## config.mk

```make
export PLATFORM = sky130hd
export DESIGN_NAME = dmem_bus_bridge
export DESIGN_NICKNAME = d
export VERILOG_FILES = /design/src/rtl/dmem_bus_bridge_pkg.sv /design/src/rtl/dmem_bus_bridge_wbuf.sv /design/src/rtl/dmem_bus_bridge.sv
export SDC_FILE = /design/constraint.sdc
export NUM_CORES = 1
export LEC_CHECK = 0
export ABC_AREA = 1
export CORE_MARGIN = 1.5
export CORE_UTILIZATION = 46
export DETAILED_ROUTE_END_ITERATION = 10
export GPL_TIMING_DRIVEN = 0
export PLACE_DENSITY = 0.8
export SLEW_MARGIN = 10
export SYNTH_ARGS = -nofsm -noshare
export SYNTH_HDL_FRONTEND = slang
export SYNTH_SLANG_ARGS = --single-unit
```

## constraint.sdc

```tcl
create_clock -name clk -period 1.6 [get_ports clk]
set_input_delay 0.16 -clock clk [delete_from_list [all_inputs] [get_ports clk]]
set_output_delay 0.16 -clock clk [all_outputs]
set_load 0.03 [all_outputs]
```

## src/rtl/dmem_bus_bridge_pkg.sv

```systemverilog
// Purpose : shared access codes, bridge FSM states and the posted-write entry type.
// Latency : n/a (declarations only).
// Backpressure: n/a.
package dmem_bus_bridge_pkg;

    // Access codes presented by EX/MEM on dmem_ctl.
    localparam logic [3:0] DMEM_NOP = 4'd0;
    localparam logic [3:0] DMEM_LW  = 4'd1;
    localparam logic [3:0] DMEM_LHS = 4'd2;
    localparam logic [3:0] DMEM_LHU = 4'd3;
    localparam logic [3:0] DMEM_LBS = 4'd4;
    localparam logic [3:0] DMEM_LBU = 4'd5;
    localparam logic [3:0] DMEM_SW  = 4'd6;
    localparam logic [3:0] DMEM_SH  = 4'd7;
    localparam logic [3:0] DMEM_SB  = 4'd8;

    typedef enum logic [2:0] {
        DBB_IDLE       = 3'd0,
        DBB_WR_BUSY    = 3'd1,
        DBB_RD_WAIT_WR = 3'd2,
        DBB_RD_BUSY    = 3'd3,
        DBB_RD_DONE    = 3'd4
    } dbb_state_t;

    // One posted write: word address, store data, byte enables (bit3 = byte 0).
    typedef struct packed {
        logic [31:0] addr;
        logic [31:0] data;
        logic [3:0]  be;
    } wr_ent_t;

    function automatic logic is_load(input logic [3:0] ctl);
        return (ctl == DMEM_LW)  || (ctl == DMEM_LHS) || (ctl == DMEM_LHU) ||
               (ctl == DMEM_LBS) || (ctl == DMEM_LBU);
    endfunction

endpackage

```

## src/rtl/dmem_bus_bridge_wbuf.sv

```systemverilog
// Purpose : one-entry posted-write buffer (dmem_wbuf) holding the write currently on the bus.
// Latency : entry visible on ent/vld the cycle after load.
// Backpressure: none; the owner only loads when the entry is free.
// Ports: clk, rst_n; load/clear controls; din entry in; vld flag and ent entry out.
module dmem_wbuf
    import dmem_bus_bridge_pkg::*;
(
    input  logic    clk,
    input  logic    rst_n,
    input  logic    load,
    input  logic    clear,
    input  wr_ent_t din,
    output logic    vld,
    output wr_ent_t ent
);

    // Clear only drops the valid flag so the bus fields stay stable after completion.
    always_ff @(posedge clk or negedge rst_n) begin
        if (!rst_n) begin
            vld <= 1'b0;
            ent <= '0;
        end else if (load) begin
            vld <= 1'b1;
            ent <= din;
        end else if (clear) begin
            vld <= 1'b0;
        end
    end

endmodule

```

## src/rtl/dmem_bus_bridge.sv

```systemverilog
// Purpose : bridges the memory stage's single-cycle RAM port onto the req/ack data bus.
// Latency : posted writes cost no stall; reads stall from presentation until the ack edge,
//           with zZ_din valid in the first unstalled cycle.
// Backpressure: stall holds the pipeline while a read is outstanding or a second access
//           arrives behind a busy write; bus_req is held until bus_ack or timeout.
// Ports: stage side dmem_ctl/Zz_addr/Zz_dout/Zz_wr_en in, zZ_din/stall out;
//        bus side bus_req/bus_we/bus_addr/bus_wdata/bus_be/bus_err out, bus_ack/bus_rdata in.
module dmem_bus_bridge
    import dmem_bus_bridge_pkg::*;
#(
    parameter int unsigned TIMEOUT     = 255,
    parameter logic [31:0] RD_ERR_DATA = 32'hFFFF_FFFF
) (
    input  logic        clk,
    input  logic        rst_n,
    input  logic [3:0]  dmem_ctl,
    input  logic [31:0] Zz_addr,
    input  logic [31:0] Zz_dout,
    input  logic [3:0]  Zz_wr_en,
    output logic [31:0] zZ_din,
    output logic        stall,
    output logic        bus_req,
    output logic        bus_we,
    output logic [31:0] bus_addr,
    output logic [31:0] bus_wdata,
    output logic [3:0]  bus_be,
    input  logic        bus_ack,
    input  logic [31:0] bus_rdata,
    output logic        bus_err
);

    localparam logic [7:0] TMO_LAST = 8'(TIMEOUT - 1);

    dbb_state_t  state, state_nxt;
    logic [7:0]  tmo_cnt;
    logic [31:0] rd_addr;
    logic [3:0]  rd_be;
    logic [31:0] word_addr;
    wr_ent_t     wb_din, wb_ent;
    logic        wb_vld;
    logic        is_wr, rd_req;
    logic        ack_hit, tmo_hit, txn_end;
    logic        issue_wr, issue_rd, stall_c;

    assign word_addr = Zz_addr & 32'hFFFF_FFFC;
    assign is_wr     = |Zz_wr_en;
    // Upper half of the address space is I/O: such loads never touch the bus.
    assign rd_req    = !is_wr && is_load(dmem_ctl) && !Zz_addr[31];

    // An ack arriving on the timeout cycle completes the transfer normally.
    assign ack_hit = bus_req && bus_ack;
    assign tmo_hit = bus_req && !bus_ack && (tmo_cnt == TMO_LAST);
    assign txn_end = ack_hit || tmo_hit;

    assign wb_din = {word_addr, Zz_dout, Zz_wr_en};

    dmem_wbuf u_wbuf (
        .clk   (clk),
        .rst_n (rst_n),
        .load  (issue_wr),
        .clear (txn_end && bus_we),
        .din   (wb_din),
        .vld   (wb_vld),
        .ent   (wb_ent)
    );

    assign bus_addr  = bus_we ? wb_ent.addr : rd_addr;
    assign bus_be    = bus_we ? wb_ent.be   : rd_be;
    assign bus_wdata = wb_ent.data;

    // Stall is forced low in reset so a load still presented cannot hold the pipe.
    assign stall = rst_n && stall_c;

    always_comb begin
        state_nxt = state;
        stall_c   = 1'b0;
        issue_wr  = 1'b0;
        issue_rd  = 1'b0;
        case (state)
            DBB_IDLE: begin
                if (is_wr) begin
                    issue_wr  = 1'b1;
                    state_nxt = DBB_WR_BUSY;
                end else if (rd_req) begin
                    stall_c   = 1'b1;
                    issue_rd  = 1'b1;
                    state_nxt = DBB_RD_BUSY;
                end
            end
            DBB_WR_BUSY: begin
                // A second access waits; it is taken from IDLE once the buffer drains.
                if ((is_wr && wb_vld) || rd_req) stall_c = 1'b1;
                if (txn_end)     state_nxt = DBB_IDLE;
                else if (rd_req) state_nxt = DBB_RD_WAIT_WR;
            end
            DBB_RD_WAIT_WR: begin
                stall_c = 1'b1;
                if (txn_end) state_nxt = DBB_IDLE;
            end
            DBB_RD_BUSY: begin
                stall_c = 1'b1;
                if (txn_end) state_nxt = DBB_RD_DONE;
            end
            DBB_RD_DONE: begin
                // The finished load is still presented here; it must not be reissued.
                state_nxt = DBB_IDLE;
            end
            default: state_nxt = DBB_IDLE;
        endcase
    end

    always_ff @(posedge clk or negedge rst_n) begin
        if (!rst_n) begin
            state   <= DBB_IDLE;
            bus_req <= 1'b0;
            bus_we  <= 1'b0;
            rd_addr <= '0;
            rd_be   <= '0;
            tmo_cnt <= '0;
            bus_err <= 1'b0;
            zZ_din  <= '0;
        end else begin
            state   <= state_nxt;
            bus_err <= 1'b0;
            if (issue_wr) begin
                bus_req <= 1'b1;
                bus_we  <= 1'b1;
                tmo_cnt <= '0;
            end else if (issue_rd) begin
                bus_req <= 1'b1;
                bus_we  <= 1'b0;
                rd_addr <= word_addr;
                rd_be   <= 4'hF;
                tmo_cnt <= '0;
            end else if (bus_req) begin
                if (txn_end) bus_req <= 1'b0;
                if (tmo_hit) bus_err <= 1'b1;
                if (!bus_ack) tmo_cnt <= tmo_cnt + 8'd1;
                if (state == DBB_RD_BUSY) begin
                    if (ack_hit)      zZ_din <= bus_rdata;
                    else if (tmo_hit) zZ_din <= RD_ERR_DATA;
                end
            end
        end
    end

endmodule

```

Fig. 1: run 1, selected gate families
The bar under the picture is 20 um long.
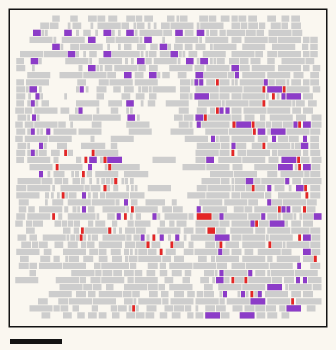
- red: inv cells (cells 52; most used inv_1)
- purple: aoi and oai cells (cells 103; most used o21ai_2; where widely spread)
logic share of the area: 26.0%
most used logic cell in the final layout: dfrtp_1
fin cells: 1081

Fig. 2: run 1, where the registers sit
The bar under the picture is 20 um long.
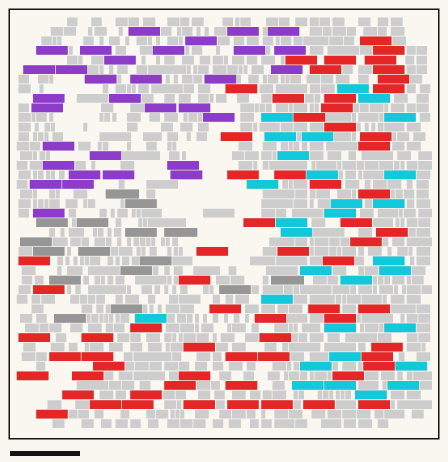
- purple: `zZ_din` (flops 32)
- red: `u_wbuf.ent` (flops 66; where widely spread)
- cyan: `rd_addr` (flops 30)
- not colored: 16
Finished Core Util: 75.2%
reported sequential group power: 6.21 mW
flop share of the area: 34.7%
Register Area: 3610 um2

Fig. 3: run 1, close-up of the layout
The bar under the picture is 5 um long. Window x 51 to 71, y 75 to 95 um. Cells in gray, sequential cells in the stronger gray; small squares are vias.
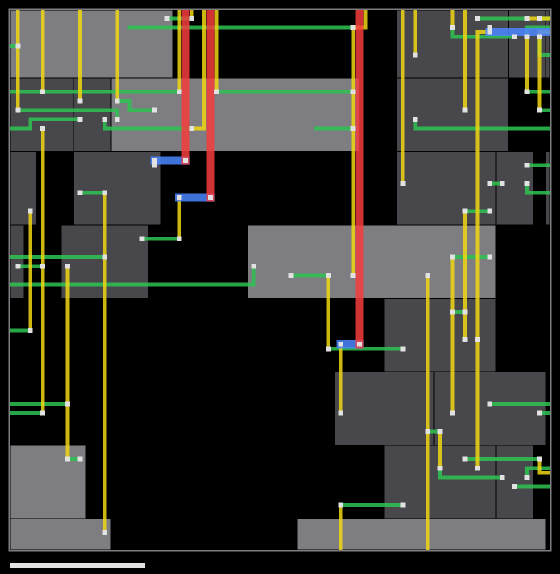
- red: M4
- green: M1
- yellow: M2
- blue: M3
- sequential cells in the window: 3
- most frequent: mux2_2 (3), nand2_1 (3), dfrtp_1 (3)
- cells with their middle in the window: 17
- netlist names of flops here include: `zZ_din` (2), `u_wbuf.ent` (1)

==> impl_metrics.yaml, run 1 <==
# yosys + openroad results
timing:
  finClkSkew_ns: 0.00965
  post-route-min-period_ns: 1.82
  hold_viol: 42
  max_freq_mhz: 549
  holdWs_ns: -0.397
  setup_viol: 103
  rsz0062_at_grt: "yes"
  setup_ws_ns: -0.221
  report.final.slew_viol_count: 0
cells_and_area:
  drive_gt1_share_pct: 36.2
  syn_to_final_growth_pct: 60.6
  bufAreaShareNonClock_pct: 28.7
  nFillCells: 928
  largest_class: "flip-flops and latches"
  layout_top_cells: "dfrtp_1, clkdlybuf4s50_1, nand2_1"
  nets: 998
  inverters: 52
  finalInstanceArea_um2: 10400
  antennaDiodeCount: 0
  clkCellAreaFrac_pct: 6.41
global_routing:
  top_usage_layer: "met2"
  grt_pass1_vias: 5339
  use_met2_pct: 39.1
  use_met1_pct: 27.9
  gr-usage-all-layers_pct: 22.8
  grt_max_degree: 109
  antenna_found_initial: 0
  grt_pass1_wl_um: 26000
  grt_overflow: 0
setup_path:
  end_kind: "primary output"
  reg2regPathDepth: 7
  path_class: "reg2out"
  cp_common_cell: "nand2_1"
  cp.required_ns: 1.44
  cp_slowest_cell: "dfrtp_2"
  startpoint_type: "flip-flop"
floorplanning:
  well_tap_count: 180
  initCoreUtil_pct: 46.8
  core_um2: 13800
  chipArea_um2: 14800
  ios: 211
  fp.dieW_um: 122
detailed_routing:
  wire_per_inst_um: 16.4
  drtIter0Drc: 223
  finalWirelength_um: 17700
  viasPerCell: 4.98
  dr.pass1.iters: 5
  vias: 5379
synthesis:
  synthesis.area_um2: 6480
  synthCells: 640
  area_leaders: "dfrtp_1, mux2_2, nand2_1"
  edf_count: 0
  synth_top_area_share_pct: 55.6
  ys_cells: 640
  flop_cell: "dfrtp_1"
  ys_top_cells_by_count: "dfrtp_1, nand2_1, mux2_2"
  syn-mean-instance-area_um2: 10.1
  synth.distinct_cells: 29
  ys_area_um2: 6480
clock_network:
  cts_tree: "done"
  cts_buffers: 17
  cts.clk_slew.worst_paths_ns: 0.06
  root_buffer: "clkbuf_16"
  cts_max_level: 4
  postCtsResizedCells: 446
  cts_setup_buffers: 11
  clk_latency_ns: 0.42
outcome:
  violations: "negative hold slack, negative setup slack"
  status: "finished with violations"
placement:
  place_ws_ns: -0.815
  place_area_um2: 8800
  gp_congestion: 0.759
  dp.cells: 1028
  dp_hpwl_um: 10400
power:
  p_total_mw: 21.2
  intPower_mw: 13.0
  pwr-share-comb_pct: 49.5
  p_seq_share_pct: 29.3
  p_leak_nw: 4.99
  ir_drop_v: 0.000960
job:
  warning_count: 36
-- run 1: layer usage --
layer	wire length (um)	vias up
li1	-	2531
met1	7030	2645
met2	9400	168
met3	810	35
met4	501	0
met5	0	-
-- run 1: cells by family after synthesis --
group	synth area share, %
adders and majority gates	0.386
xor gates and xnor gates	0.676
buffers and inverters	9.85
and+or+nand+nor	13.3
AOI/OAI and AO/OA	9.35
muxes	10.8
other	0.0579
DFF	55.6
-- run 1: power groups by stage --
| stage | clock (mW) | sequential (mW) | combinational (mW) |
|---|---|---|---|
| floorplan | 0 | 6.66 | 5.54 |
| global placement | 0 | 5.98 | 9.64 |
| detailed placement | 0 | 6.04 | 9.77 |
| CTS | 4.56 | 6.02 | 10.0 |
| global route | 4.77 | 6.36 | 11.1 |
| finish | 4.49 | 6.21 | 10.5 |
-- run 1: state kept, by name, indices dropped and copies added (netlist names) --
register and cells:
u_wbuf.ent 66, zZ_din 32, rd_addr 30, tmo_cnt 8
state 3, bus_err 1, bus_req 1, bus_we 1
rd_be 1, u_wbuf.vld 1
-- run 1: worst paths after layout --
check	startpoint	end	slack (ns)
max reg2reg	state[1]$_DFFE_PN0P_	u_wbuf.ent[1]$_DFFE_PN0P_	-0.11
min in group clk	Zz_addr[26]	rd_addr[26]$_DFFE_PN0P_	0.32
min	rst_n	rd_addr[22]$_DFFE_PN0P_	-0.40
max in group asynchronous	rst_n	bus_req$_DFF_PN0_	1.15
min reg2reg	zZ_din[28]$_DFFE_PN0P_	zZ_din[28]$_DFFE_PN0P_	0.47
max	state[1]$_DFFE_PN0P_	stall	-0.22
-- run 1: worst max-delay path: cells and delay by family, from the launching register on --
family / cells / cell delay (ns)
DFF: 1 / 0.44
and+or+nand+nor: 3 / 0.34
buffers and inverters: 2 / 0.25
AOI/OAI and AO/OA: 1 / 0.20
Fig. 4: run 1, routing congestion
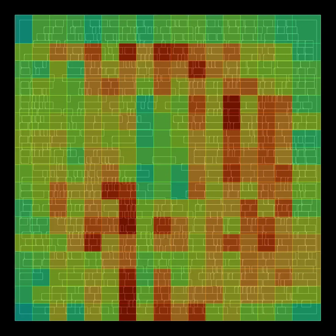

--- run 2 (diff from run 1) ---
--- a/config.mk
+++ b/config.mk
@@ -6,11 +6,14 @@
 export NUM_CORES = 1
 export LEC_CHECK = 0
 export ABC_AREA = 1
+export ABC_CLOCK_PERIOD_IN_PS = 1600
 export CORE_MARGIN = 1.5
-export CORE_UTILIZATION = 46
+export CORE_UTILIZATION = 48
+export CTS_BUF_LIST = sky130_fd_sc_hd__clkbuf_4
 export DETAILED_ROUTE_END_ITERATION = 10
 export GPL_TIMING_DRIVEN = 0
-export PLACE_DENSITY = 0.8
+export HOLD_SLACK_MARGIN = 0.1
+export PLACE_DENSITY = 0.83
 export SLEW_MARGIN = 10
 export SYNTH_ARGS = -nofsm -noshare
 export SYNTH_HDL_FRONTEND = slang
Fig. 5: run 2, routing congestion
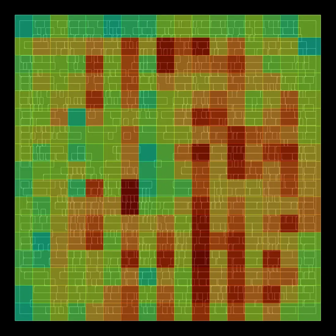
Most Crowded Layer GR: met2
met1 Use GR: 30.2%
GRT Total Usage: 24.8%
grt met2 use: 43.0%

Fig. 6: run 2, selected gate families
The bar under the picture is 20 um long.
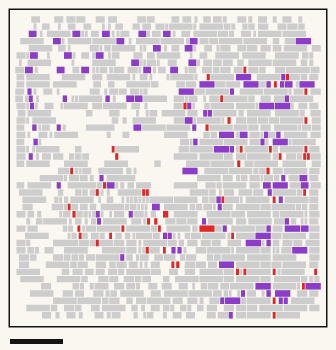
- purple: aoi and oai cells (cells 103; most used o21ai_2; where widely spread)
- red: inv cells (cells 52; most used inv_1)
logic share of the area: 27.2%
fin cells: 1078

==> impl_metrics.yaml, run 2 <==
# yosys + openroad results
timing:
  setup_ws_ns: -0.297
  hold_viol: 139
  report.final.slew_viol_count: 0
  holdWs_ns: -0.476
  rsz0062_at_grt: "yes"
  setup_viol: 103
clock_network:
  cts_tree: "done"
  postCtsResizedCells: 493
  cts_setup_buffers: 5
  root_buffer: "clkbuf_4"
  cts.clk_slew.worst_paths_ns: 0.11
  cts_max_level: 4
placement:
  dp.cells: 1024
  place_area_um2: 8800
  gp_congestion: 0.817
  place_ws_ns: -0.775
  dp_hpwl_um: 10900
global_routing:
  grt_pass1_wl_um: 27700
  grt_max_degree: 87
  grt_pass1_vias: 5533
  grt_overflow: 0
cells_and_area:
  antennaDiodeCount: 0
  nets: 1000
  layout_top_cell: "dfrtp_1"
  layout_top_cells: "dfrtp_1, clkdlybuf4s50_1, nand2_1"
  top_regs: "u_wbuf.ent (66), zZ_din (32), rd_addr (30)"
  syn_to_final_growth_pct: 54.0
  largest_reg_flops: 66
detailed_routing:
  met1_length_um: 7200
  wire_per_inst_um: 17.0
  drtIter0Drc: 365
  vias: 5474
  wl_met2_um: 9880
  top_layer: "met4"
  dr.pass1.iters: 5
  finalWirelength_um: 18300
synthesis:
  flop_cell: "dfrtp_1"
  syn-mean-instance-area_um2: 10.1
  synth_top_area_share_pct: 55.6
  ys_area_um2: 6480
  synthesis.area_um2: 6480
  synthCells: 640
  area_leaders: "dfrtp_1, mux2_2, nand2_1"
setup_path:
  r2r_start: "state[0]$_DFFE_PN0P_"
  cp.required_ns: 1.44
  path_class: "reg2out"
  rrSetupSlack_ns: -0.14
  end_kind: "primary output"
  reg2regPathDepth: 8
floorplanning:
  fp.dieW_um: 119
  core_um2: 13200
  initCoreUtil_pct: 49.1
  ios: 211
job:
  warning_count: 34
power:
  ir_drop_v: 0.00108
  p_leak_nw: 4.81
  p_total_mw: 19.5
outcome:
  violations: "negative hold slack, negative setup slack"
  status: "finished with violations"
Fig. 7: run 2, where the registers sit
The bar under the picture is 20 um long.
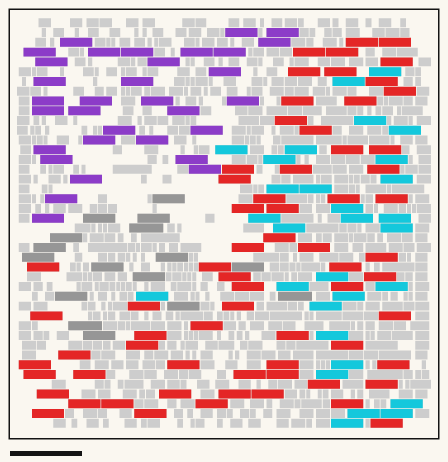
Finished Core Util: 75.6%
flop share of the area: 36.2%
reported sequential group power: 6.19 mW

[run 2: metal layers]
layer	GRT usage, %	vias up
met5	0	-
met2	43.0	185
met4	10.2	0
li1	-	2537
met3	5.08	39
met1	30.2	2713
[run 2: how the worst max path moves through the flow]
stage                               startpoint                    end  slack [ns]  cells after the start
after floorplan             bus_we$_DFFE_PN0P_           bus_addr[25]       -0.16                      3
after global placement                   rst_n  zZ_din[1]$_DFFE_PN0P_       -5.55                      1
after detailed placement           Zz_wr_en[2]                  stall       -0.78                      9
after CTS                 state[0]$_DFFE_PN0P_                  stall       -0.31                      6
after global routing      state[0]$_DFFE_PN0P_                  stall       -0.41                      6
final                     state[0]$_DFFE_PN0P_                  stall       -0.30                      6
[run 2: logic make-up (layout without fill, tap and decap cells)]
group	after synthesis	after routing	share of synthesized area, %
buffers and inverters	117	378	9.85
flip-flops	144	144	55.6
AND/OR/NAND/NOR	206	206	13.3
AND-OR/OR-AND	103	103	9.35
adder cells (fa/ha/maj)	2	2	0.386
XOR/XNOR	5	5	0.676
multiplexers	62	62	10.8
other	1	2	0.0579
[run 2: worst max-delay path: stages, from the launching register on]
cell	delay, ns
dfrtp_1	0.42
nor3_4	0.26
nand3_4	0.10
nand2_2	0.08
inv_2	0.03
a21oi_2	0.14
buf_6	0.15
[run 2: area by class of cell]
class,instances,area (um2)
Buffer,65,672
Clock buffer,21,158
Clock inverter,9,118
Fill cell,898,3210
Inverter,52,210
Multi-Input combinational cell,380,2710
Sequential cell,144,3610
Tap cell,176,220
Timing Repair Buffer,231,2280
[run 2: power by group]
part | internal, mW | switching (mW) | leakage [nW]
registers | 5.22 | 0.969 | 1.67
clock network | 1.12 | 1.23 | 0.158
logic | 4.93 | 6.01 | 2.99
Fig. 8: run 2, wiring by layer
The bar under the picture is 20 um long.
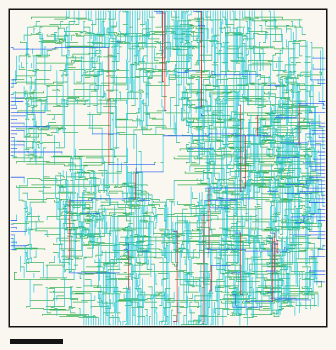

--- run 3 (diff from run 2) ---
--- a/config.mk
+++ b/config.mk
@@ -7,7 +7,6 @@
 export LEC_CHECK = 0
 export ABC_AREA = 1
 export ABC_CLOCK_PERIOD_IN_PS = 1600
-export CORE_MARGIN = 1.5
 export CORE_UTILIZATION = 48
 export CTS_BUF_LIST = sky130_fd_sc_hd__clkbuf_4
 export DETAILED_ROUTE_END_ITERATION = 10
Fig. 9: run 3, wiring by layer
The bar under the picture is 20 um long.
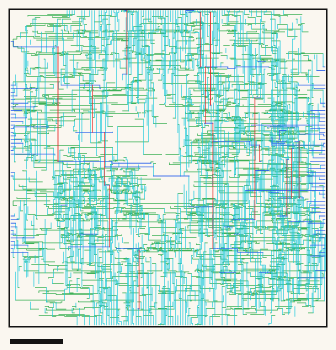
- green: M1 (wire length 7040 um)
- red: M4 (wire length 384 um)
- blue: M3 (wire length 708 um)
- cyan: M2 (wire length 9360 um)
via count: 5374
routed len/inst: 16.2 um
GRT Total Usage: 24.9%

Fig. 10: run 3, where the registers sit
The bar under the picture is 20 um long.
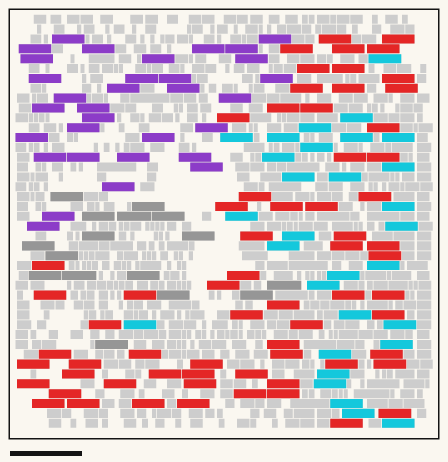
- cyan: `rd_addr` (flops 30)
- red: `u_wbuf.ent` (flops 66; where widely spread)
- purple: `zZ_din` (flops 32)
Finished Core Util: 75.7%
reported sequential group power: 6.17 mW

Fig. 11: run 3, routing congestion
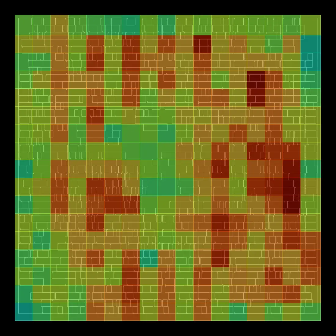
met1 Use GR: 31.3%
grt met2 use: 43.0%
M3 GR Usage: 5.26%

==> impl_metrics.yaml, run 3 <==
# yosys + openroad results
synthesis:
  xor_area_share_pct: 0.676
  ys_top_cells_by_count: "dfrtp_1, nand2_1, mux2_2"
  edf_count: 0
  synthTopLogicFamily: "simple AND/OR/NAND/NOR gates"
  flop_cell: "dfrtp_1"
  synth_top_area_share_pct: 55.6
power:
  p_leak_nw: 4.81
  p_seq_share_pct: 31.9
  swShare_pct: 42.0
  power_top_consumer: "combinational cells"
timing:
  holdWs_ns: -0.496
  hold_viol: 139
  rsz0062_at_grt: "yes"
  max_freq_mhz: 513
  setup_ws_ns: -0.348
  setup_viol: 48
cells_and_area:
  nFillCells: 881
  nets: 1003
  antennaDiodeCount: 0
  largest_reg_flops: 66
  top_regs: "u_wbuf.ent (66), zZ_din (32), rd_addr (30)"
setup_path:
  critical-path-top-delay-family: "simple AND/OR/NAND/NOR gates"
  path_class: "reg2out"
placement:
  dp_hpwl_um: 10600
  place_area_um2: 8800
global_routing:
  grt_overflow: 0
  top_usage_layer: "met2"
  grt_pass1_vias: 5429
clock_network:
  clk_latency_ns: 0.56
  cts_setup_buffers: 6
  cts.clk_slew.worst_paths_ns: 0.12
job:
  warning_count: 34
floorplanning:
  chipArea_um2: 14000
  core_um2: 13200
  initCoreUtil_pct: 49.1
  fp.dieW_um: 118
outcome:
  status: "finished with violations"
  violations: "negative hold slack, negative setup slack"
detailed_routing:
  met1_length_um: 7040
## run 3: path summary, 6_finish.rpt
| kind | startpoint | slack [ns] | endpoint | cells after the start |
|---|---|---|---|---|
| min in group clk | Zz_addr[7] | 0.15 | rd_addr[7]$_DFFE_PN0P_ | 3 |
| min reg2reg | zZ_din[23]$_DFFE_PN0P_ | 0.49 | zZ_din[23]$_DFFE_PN0P_ | 2 |
| max in group asynchronous | rst_n | 1.31 | zZ_din[9]$_DFFE_PN0P_ | 2 |
| max | state[0]$_DFFE_PN0P_ | -0.35 | stall | 6 |
| max reg2reg | state[0]$_DFFE_PN0P_ | -0.05 | u_wbuf.ent[2]$_DFFE_PN0P_ | 7 |
| min | rst_n | -0.50 | u_wbuf.ent[4]$_DFFE_PN0P_ | 1 |
## run 3: worst register-to-register path, cell delays in order, from the launching register on
cell     delay (ns)
dfrtp_1        0.42
nor3_4         0.27
buf_4          0.16
nand2_2        0.16
buf_6          0.21
buf_2          0.19
nand2_1        0.07
o21ai_1        0.06
## run 3: per-stage QoR
stage                     power [mW]  std cells  hold slack (ns)  TNS [ns]  utilization (%)
after global routing            20.4       1083           -0.492    -14.53             75.7
after floorplan                 12.2        641           -0.136     -2.80                -
after detailed placement        15.8       1024            0.134    -51.84             66.7
after global placement          15.6       1023            0.450   -847.55             66.4
final                           19.3       1083           -0.496     -6.56             75.7
after CTS                       18.5       1068           -0.473     -9.33             72.6
## run 3: final cells by class
class                   count  area, um2  share of cell area [%]
clock inverters            12        166                    1.67
repair buffers            234       2230                    22.3
well taps                 176        220                    2.20
flip-flops and latches    144       3610                    36.1
plain buffers              65        658                    6.59
clock buffers              20        150                    1.50
inverters                  52        215                    2.15
multi-input cells         380       2750                    27.5
No activity file was given, so power comes from the tool's default toggle rates.
